==> images/registers.png <==
(2 px per um)
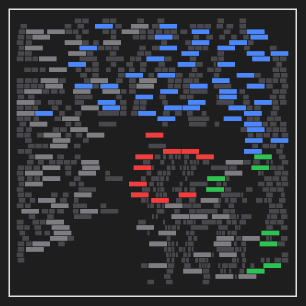
==> images/final_congestion.png <==
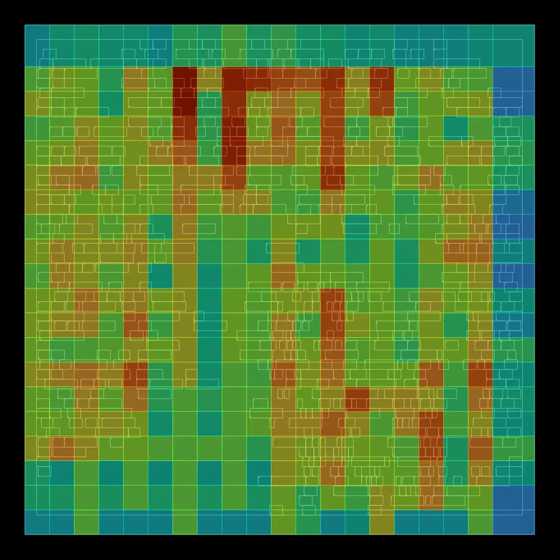
==> images/pins.png <==
(2 px per um) Pins as bars across the die edge, other pins in gray.
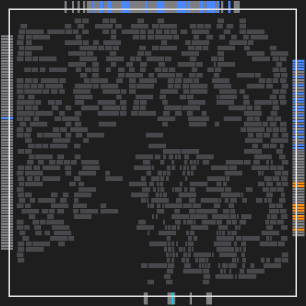
==> images/port_nets.png <==
(2 px per um)
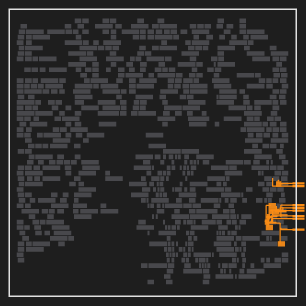
`config.mk`:
```
export PLATFORM = sky130hd
export DESIGN_NAME = huffman_job_sched_flat
export DESIGN_NICKNAME = d
export VERILOG_FILES = /design/src/rtl/huffman_job_sched_if.sv /design/src/rtl/huffman_job_sched.sv /design/src/flat_wrapper.sv
export SDC_FILE = /design/constraint.sdc
export NUM_CORES = 1
export LEC_CHECK = 0
export ABC_AREA = 0
export CORE_MARGIN = 3
export CORE_UTILIZATION = 29
export DETAILED_ROUTE_END_ITERATION = 8
export PLACE_DENSITY_LB_ADDON = 0.15
export SLEW_MARGIN = 20
export SYNTH_ARGS = -nofsm -noshare
export SYNTH_HDL_FRONTEND = slang
export SYNTH_SLANG_ARGS = --single-unit
export TNS_END_PERCENT = 30
```
`constraint.sdc`:
```
create_clock -name clk -period 5.8 [get_ports clk]
set_input_delay 0.58 -clock clk [delete_from_list [all_inputs] [get_ports clk]]
set_output_delay 0.58 -clock clk [all_outputs]
set_load 0.05 [all_outputs]
```
`src/rtl/huffman_job_sched_if.sv`:
```
// -----------------------------------------------------------------------------
// huffman_job_sched_if
// Bundles every signal between the job scheduler, its two symbol requesters
// and the shared huffman encoder core.
//
// Handshake rules: a symbol moves from requester n to the scheduler on a
// rising clock edge where sym_valid[n] and sym_ready[n] are both 1. sym_ready
// is never asserted for more than one requester at a time, and it does not
// depend on sym_valid. A requester may change sym_data/sym_valid freely while
// its sym_ready is low. core_gray_valid is a one-cycle push into the core that
// the core cannot stall. core_code_valid is only looked at while the scheduler
// waits for a code table. res_valid is a one-cycle strobe; the res_* fields
// hold their value until the next strobe.
//
// Signals (direction as seen by the scheduler, i.e. modport slave):
//   req[1:0]          in   level job request per requester
//   sym_valid[1:0]    in   symbol valid per requester
//   sym_data0/1[7:0]  in   symbol of requester 0/1 (legal 1..6)
//   sym_ready[1:0]    out  one-hot ready toward the current owner
//   busy              out  scheduler not idle
//   core_rst          out  core reset
//   core_gray_valid   out  symbol push into the core
//   core_gray_data    out  symbol pushed into the core
//   core_code_valid   in   core code table ready
//   core_hc/core_m    in   {HC6..HC1} / {M6..M1}, entry 1 in [7:0]
//   res_valid         out  result strobe
//   res_id            out  requester owning the result
//   res_err[1:0]      out  0 ok, 1 bad symbol, 2 timeout
//   res_hc/res_m      out  captured codes/masks, zero on error
//   dbg_state[2:0]    out  scheduler state, for observation only
// -----------------------------------------------------------------------------
interface huffman_job_sched_if;
  logic [1:0]  req;
  logic [1:0]  sym_valid;
  logic [7:0]  sym_data0;
  logic [7:0]  sym_data1;
  logic [1:0]  sym_ready;
  logic        busy;
  logic        core_rst;
  logic        core_gray_valid;
  logic [7:0]  core_gray_data;
  logic        core_code_valid;
  logic [47:0] core_hc;
  logic [47:0] core_m;
  logic        res_valid;
  logic        res_id;
  logic [1:0]  res_err;
  logic [47:0] res_hc;
  logic [47:0] res_m;
  logic [2:0]  dbg_state;

  // Scheduler side.
  modport slave (
    input  req, sym_valid, sym_data0, sym_data1,
    input  core_code_valid, core_hc, core_m,
    output sym_ready, busy, core_rst, core_gray_valid, core_gray_data,
    output res_valid, res_id, res_err, res_hc, res_m, dbg_state
  );

  // Requesters + core side.
  modport master (
    output req, sym_valid, sym_data0, sym_data1,
    output core_code_valid, core_hc, core_m,
    input  sym_ready, busy, core_rst, core_gray_valid, core_gray_data,
    input  res_valid, res_id, res_err, res_hc, res_m, dbg_state
  );
endinterface

```
`src/rtl/huffman_job_sched.sv`:
```
// -----------------------------------------------------------------------------
// huffman_job_sched
// Shares one huffman encoder core between two symbol requesters. A requester
// is granted round-robin, its SYM_NUM symbols are streamed into the core, the
// core's code table is captured and returned tagged with the requester id,
// and the core is reset before the next job.
//
// Ports:
//   clk    in  rising-edge clock
//   reset  in  asynchronous active-high reset
//   bus    huffman_job_sched_if.slave (see the interface file for signals)
//
// Parameters:
//   SYM_NUM  symbols per job (must match the core)
//   TIMEOUT  cycles allowed in WAIT_CODE before the job is aborted
//   RST_CYC  cycles core_rst is held high between jobs (>= 1)
// -----------------------------------------------------------------------------
module huffman_job_sched #(
  parameter int SYM_NUM = 100,
  parameter int TIMEOUT = 1023,
  parameter int RST_CYC = 2
) (
  input  logic                clk,
  input  logic                reset,
  huffman_job_sched_if.slave  bus
);

  localparam int CW = $clog2(SYM_NUM + 1);
  localparam int TW = $clog2(TIMEOUT + 1);
  localparam int FW = (RST_CYC > 1) ? $clog2(RST_CYC) : 1;

  localparam logic [CW-1:0] CNT_LAST = CW'(SYM_NUM - 1);
  localparam logic [TW-1:0] TMO_LAST = TW'(TIMEOUT - 1);
  localparam logic [FW-1:0] FL_LAST  = FW'(RST_CYC - 1);

  typedef enum logic [2:0] {
    S_IDLE  = 3'd0,
    S_LOAD  = 3'd1,
    S_WAIT  = 3'd2,
    S_DONE  = 3'd3,
    S_ABORT = 3'd4,
    S_FLUSH = 3'd5
  } state_t;

  state_t        r_state;
  logic          r_owner;
  logic          r_last;
  logic [CW-1:0] r_cnt;
  logic [TW-1:0] r_timer;
  logic [FW-1:0] r_fcnt;
  logic          r_core_rst;
  logic          r_gray_valid;
  logic [7:0]    r_gray_data;
  logic          r_res_valid;
  logic          r_res_id;
  logic [1:0]    r_res_err;
  logic [47:0]   r_res_hc;
  logic [47:0]   r_res_m;

  logic [7:0]    w_sym;
  logic          w_xfer;
  logic          w_legal;

  // Only the owner's lane is ever looked at; the other requester's valid
  // and data are don't-care for the whole job.
  assign w_sym   = r_owner ? bus.sym_data1 : bus.sym_data0;
  assign w_xfer  = (r_state == S_LOAD) && bus.sym_valid[r_owner];
  assign w_legal = (w_sym != 8'd0) && (w_sym <= 8'd6);

  always_ff @(posedge clk or posedge reset) begin
    if (reset) begin
      r_state      <= S_IDLE;
      r_owner      <= 1'b0;
      r_last       <= 1'b1;  // requester 0 wins the first tie
      r_cnt        <= '0;
      r_timer      <= '0;
      r_fcnt       <= '0;
      r_core_rst   <= 1'b1;
      r_gray_valid <= 1'b0;
      r_gray_data  <= 8'd0;
      r_res_valid  <= 1'b0;
      r_res_id     <= 1'b0;
      r_res_err    <= 2'd0;
      r_res_hc     <= 48'd0;
      r_res_m      <= 48'd0;
    end else begin
      // Both strobes are single-cycle unless re-armed below.
      r_gray_valid <= 1'b0;
      r_res_valid  <= 1'b0;

      case (r_state)
        S_IDLE: begin
          r_core_rst <= 1'b0;
          if (bus.req != 2'b00) begin
            r_owner <= (bus.req == 2'b11) ? ~r_last : bus.req[1];
            r_cnt   <= '0;
            r_state <= S_LOAD;
          end
        end

        S_LOAD: begin
          if (w_xfer) begin
            if (w_legal) begin
              r_gray_valid <= 1'b1;
              r_gray_data  <= w_sym;
              r_cnt        <= r_cnt + CW'(1);
              if (r_cnt == CNT_LAST) begin
                r_timer <= '0;
                r_state <= S_WAIT;
              end
            end else begin
              // Bad symbol: never reaches the core; result goes out on entry
              // to ABORT so res_valid coincides with the ABORT cycle.
              r_res_valid <= 1'b1;
              r_res_id    <= r_owner;
              r_res_err   <= 2'd1;
              r_res_hc    <= 48'd0;
              r_res_m     <= 48'd0;
              r_state     <= S_ABORT;
            end
          end
        end

        S_WAIT: begin
          // code_valid is tested first so it wins over a same-cycle timeout.
          if (bus.core_code_valid) begin
            r_res_valid <= 1'b1;
            r_res_id    <= r_owner;
            r_res_err   <= 2'd0;
            r_res_hc    <= bus.core_hc;
            r_res_m     <= bus.core_m;
            r_state     <= S_DONE;
          end else if (r_timer == TMO_LAST) begin
            r_res_valid <= 1'b1;
            r_res_id    <= r_owner;
            r_res_err   <= 2'd2;
            r_res_hc    <= 48'd0;
            r_res_m     <= 48'd0;
            r_state     <= S_ABORT;
          end else begin
            r_timer <= r_timer + TW'(1);
          end
        end

        S_DONE, S_ABORT: begin
          r_last     <= r_owner;
          r_core_rst <= 1'b1;
          r_fcnt     <= '0;
          r_state    <= S_FLUSH;
        end

        S_FLUSH: begin
          if (r_fcnt == FL_LAST) begin
            r_core_rst <= 1'b0;
            r_state    <= S_IDLE;
          end else begin
            r_fcnt <= r_fcnt + FW'(1);
          end
        end

        default: r_state <= S_IDLE;
      endcase
    end
  end

  assign bus.sym_ready       = (r_state == S_LOAD) ? (r_owner ? 2'b10 : 2'b01) : 2'b00;
  assign bus.busy            = (r_state != S_IDLE);
  assign bus.core_rst        = r_core_rst;
  assign bus.core_gray_valid = r_gray_valid;
  assign bus.core_gray_data  = r_gray_data;
  assign bus.res_valid       = r_res_valid;
  assign bus.res_id          = r_res_id;
  assign bus.res_err         = r_res_err;
  assign bus.res_hc          = r_res_hc;
  assign bus.res_m           = r_res_m;
  assign bus.dbg_state       = r_state;

endmodule

```
`src/flat_wrapper.sv`:
```
// flat-port wrapper written by rule: the top's interface ports become plain ports
module huffman_job_sched_flat 
#(
  parameter int SYM_NUM = 100,
  parameter int TIMEOUT = 1023,
  parameter int RST_CYC = 2
)
  (clk, reset, bus_req, bus_sym_valid, bus_sym_data0, bus_sym_data1, bus_core_code_valid, bus_core_hc, bus_core_m, bus_sym_ready, bus_busy, bus_core_rst, bus_core_gray_valid, bus_core_gray_data, bus_res_valid, bus_res_id, bus_res_err, bus_res_hc, bus_res_m, bus_dbg_state);
  huffman_job_sched_if bus_i ();
  input  logic clk;
  input  logic reset;
  input wire logic [$bits(bus_i.req)-1:0] bus_req;
  input wire logic [$bits(bus_i.sym_valid)-1:0] bus_sym_valid;
  input wire logic [$bits(bus_i.sym_data0)-1:0] bus_sym_data0;
  input wire logic [$bits(bus_i.sym_data1)-1:0] bus_sym_data1;
  input wire logic [$bits(bus_i.core_code_valid)-1:0] bus_core_code_valid;
  input wire logic [$bits(bus_i.core_hc)-1:0] bus_core_hc;
  input wire logic [$bits(bus_i.core_m)-1:0] bus_core_m;
  output wire logic [$bits(bus_i.sym_ready)-1:0] bus_sym_ready;
  output wire logic [$bits(bus_i.busy)-1:0] bus_busy;
  output wire logic [$bits(bus_i.core_rst)-1:0] bus_core_rst;
  output wire logic [$bits(bus_i.core_gray_valid)-1:0] bus_core_gray_valid;
  output wire logic [$bits(bus_i.core_gray_data)-1:0] bus_core_gray_data;
  output wire logic [$bits(bus_i.res_valid)-1:0] bus_res_valid;
  output wire logic [$bits(bus_i.res_id)-1:0] bus_res_id;
  output wire logic [$bits(bus_i.res_err)-1:0] bus_res_err;
  output wire logic [$bits(bus_i.res_hc)-1:0] bus_res_hc;
  output wire logic [$bits(bus_i.res_m)-1:0] bus_res_m;
  output wire logic [$bits(bus_i.dbg_state)-1:0] bus_dbg_state;
  assign bus_i.req = bus_req;
  assign bus_i.sym_valid = bus_sym_valid;
  assign bus_i.sym_data0 = bus_sym_data0;
  assign bus_i.sym_data1 = bus_sym_data1;
  assign bus_i.core_code_valid = bus_core_code_valid;
  assign bus_i.core_hc = bus_core_hc;
  assign bus_i.core_m = bus_core_m;
  assign bus_sym_ready = bus_i.sym_ready;
  assign bus_busy = bus_i.busy;
  assign bus_core_rst = bus_i.core_rst;
  assign bus_core_gray_valid = bus_i.core_gray_valid;
  assign bus_core_gray_data = bus_i.core_gray_data;
  assign bus_res_valid = bus_i.res_valid;
  assign bus_res_id = bus_i.res_id;
  assign bus_res_err = bus_i.res_err;
  assign bus_res_hc = bus_i.res_hc;
  assign bus_res_m = bus_i.res_m;
  assign bus_dbg_state = bus_i.dbg_state;
  huffman_job_sched #(.SYM_NUM(SYM_NUM), .TIMEOUT(TIMEOUT), .RST_CYC(RST_CYC)) u_core (.clk(clk), .reset(reset), .bus(bus_i));
endmodule
```
==> impl_metrics.env <==
# physical design summary
export IMPL_status="finished, final reports clean"
export IMPL_cts_buffers=17
export IMPL_critPathTopFamily="buffers and inverters"
export IMPL_comb_power_share=0.216
export IMPL_edf_count=0
export IMPL_seq_area_frac_synth=0.614
export IMPL_fin_crit_ps=3040
export IMPL_clkPwrFrac=0.406
export IMPL_use_met1=0.195
export IMPL_synth_chip_area_um2=5430
export IMPL_synthTopCellsByCount="dfrtp_1, a22o_1, nor2_1, nand2_1, o21ai_0"
export IMPL_top_area_frac=0.604
export IMPL_p_comb_uw=594
export IMPL_compound_area_frac=0.231
export IMPL_clk_latency_ps=410
export IMPL_fmax_ghz=0.329
export IMPL_timing_setup_tns_ps=0
export IMPL_synth_cell_types=57
export IMPL_dp_cells=871
export IMPL_synth_nets=554
export IMPL_grt_pass1_vias=4651
export IMPL_ys_flop_type="dfrtp_1"
export IMPL_final_max_slew_viol_count=0
export IMPL_synth_top_cell_by_count="dfrtp_1"
export IMPL_mostFrequentLayoutCell="clkdlybuf4s50_1"
export IMPL_async_flop_share=1.00
export IMPL_dp_hpwl_um=10900
export IMPL_worst_pin_slew_ps=922
export IMPL_p_leak_nw=3.71
export IMPL_p_seq_frac=0.378
export IMPL_met1Wirelength_um=6850
export IMPL_finalHoldViolCount=0
export IMPL_crit_slowest_cell="clkdlybuf4s50_1"
export IMPL_via_count=4431
export IMPL_wl_met2_um=7160
export IMPL_ant_nets=0
export IMPL_top_area_cell="dfrtp_1"
export IMPL_portBuffers=234
export IMPL_grt_pass1_wl_um=24800
export IMPL_die_w_um=143
export IMPL_fin_cells=904
export IMPL_netlist_logic_family_top="AND-OR/OR-AND gates"
export IMPL_fin_skew_ps=10.2
export IMPL_cts_resized=0
export IMPL_synthTopCellsByArea="dfrtp_1, a22o_1, o21ai_0"
export IMPL_grt_max_degree=100
export IMPL_required_ps=5220
export IMPL_hold_class="in -> async"
export IMPL_seq_power_mw=1.04
export IMPL_gp_congestion=0.777
export IMPL_drc=0
export IMPL_switchingPower_uw=835
export IMPL_tool_warnings=27
export IMPL_wl_met3_um=1420
export IMPL_fp_util=0.299
export IMPL_cts_max_path_buffers=2
export IMPL_synth_area_um2=5430
export IMPL_antenna_cells=0
export IMPL_yosys_warnings=0
export IMPL_ios=235
export IMPL_root_buffer="clkbuf_16"
export IMPL_irDropWorstVdd_v=0.000193
export IMPL_holdWs_ps=454
export IMPL_cp_cell_sequence="nor2b_1 > nand2b_1 > nor2_1 > clkdlybuf4s50_1"
export IMPL_cp_max_fo=14
export IMPL_antenna_found_initial=0
export IMPL_avgSynthCellArea_um2=12.6
## Picture notes: registers.png
signal	color	sequential cells
u_core.r_timer	red	10
u_core.bus.res_m	blue	48
u_core.bus.core_gray_data	green	8
not colored	67

## Picture notes: final_congestion.png
overall routing resource usage: 0.154
post-layout util: 0.474

## Picture notes: pins.png
port	color	pins	direction	edge
bus_sym_data1	orange	8	input	east
bus_res_m	blue	48	output	29 north, 18 east, 1 west
bus_core_rst	cyan	1	output	south
all pins by edge	81 north, 79 west, 65 east, 10 south

## Picture notes: port_nets.png
port	color	bits	direction	end cells	buffers	wire
bus_sym_data1	orange	8	input	7	8	171 um

[worst paths after layout]
kind / start / slack, ps / endpoint / cells after the start
worst max-delay path: u_core.bus.dbg_state[0] / 2760 / bus_sym_ready[0] / 4
worst min-delay path: reset / 450 / u_core.bus.res_m[7] / 2
worst max register to register: u_core.bus.dbg_state[1] / 2990 / u_core.bus.res_err[1] / 6
worst min register to register: u_core.bus.res_err[0] / 500 / u_core.bus.res_err[0] / 1
max in group asynchronous: reset / 4170 / u_core.bus.res_hc[31] / 3
min in group clk: u_core.bus.res_err[0] / 500 / u_core.bus.res_err[0] / 1
[layout make-up]
cell class,instances,area (um^2)
Clock buffer,22,474
Clock inverter,10,146
Tap cell,229,287
Inverter,13,51.3
Fill cell,1660,9550
Timing Repair Buffer,238,2380
Sequential cell,133,3330
Multi-Input combinational cell,259,1930
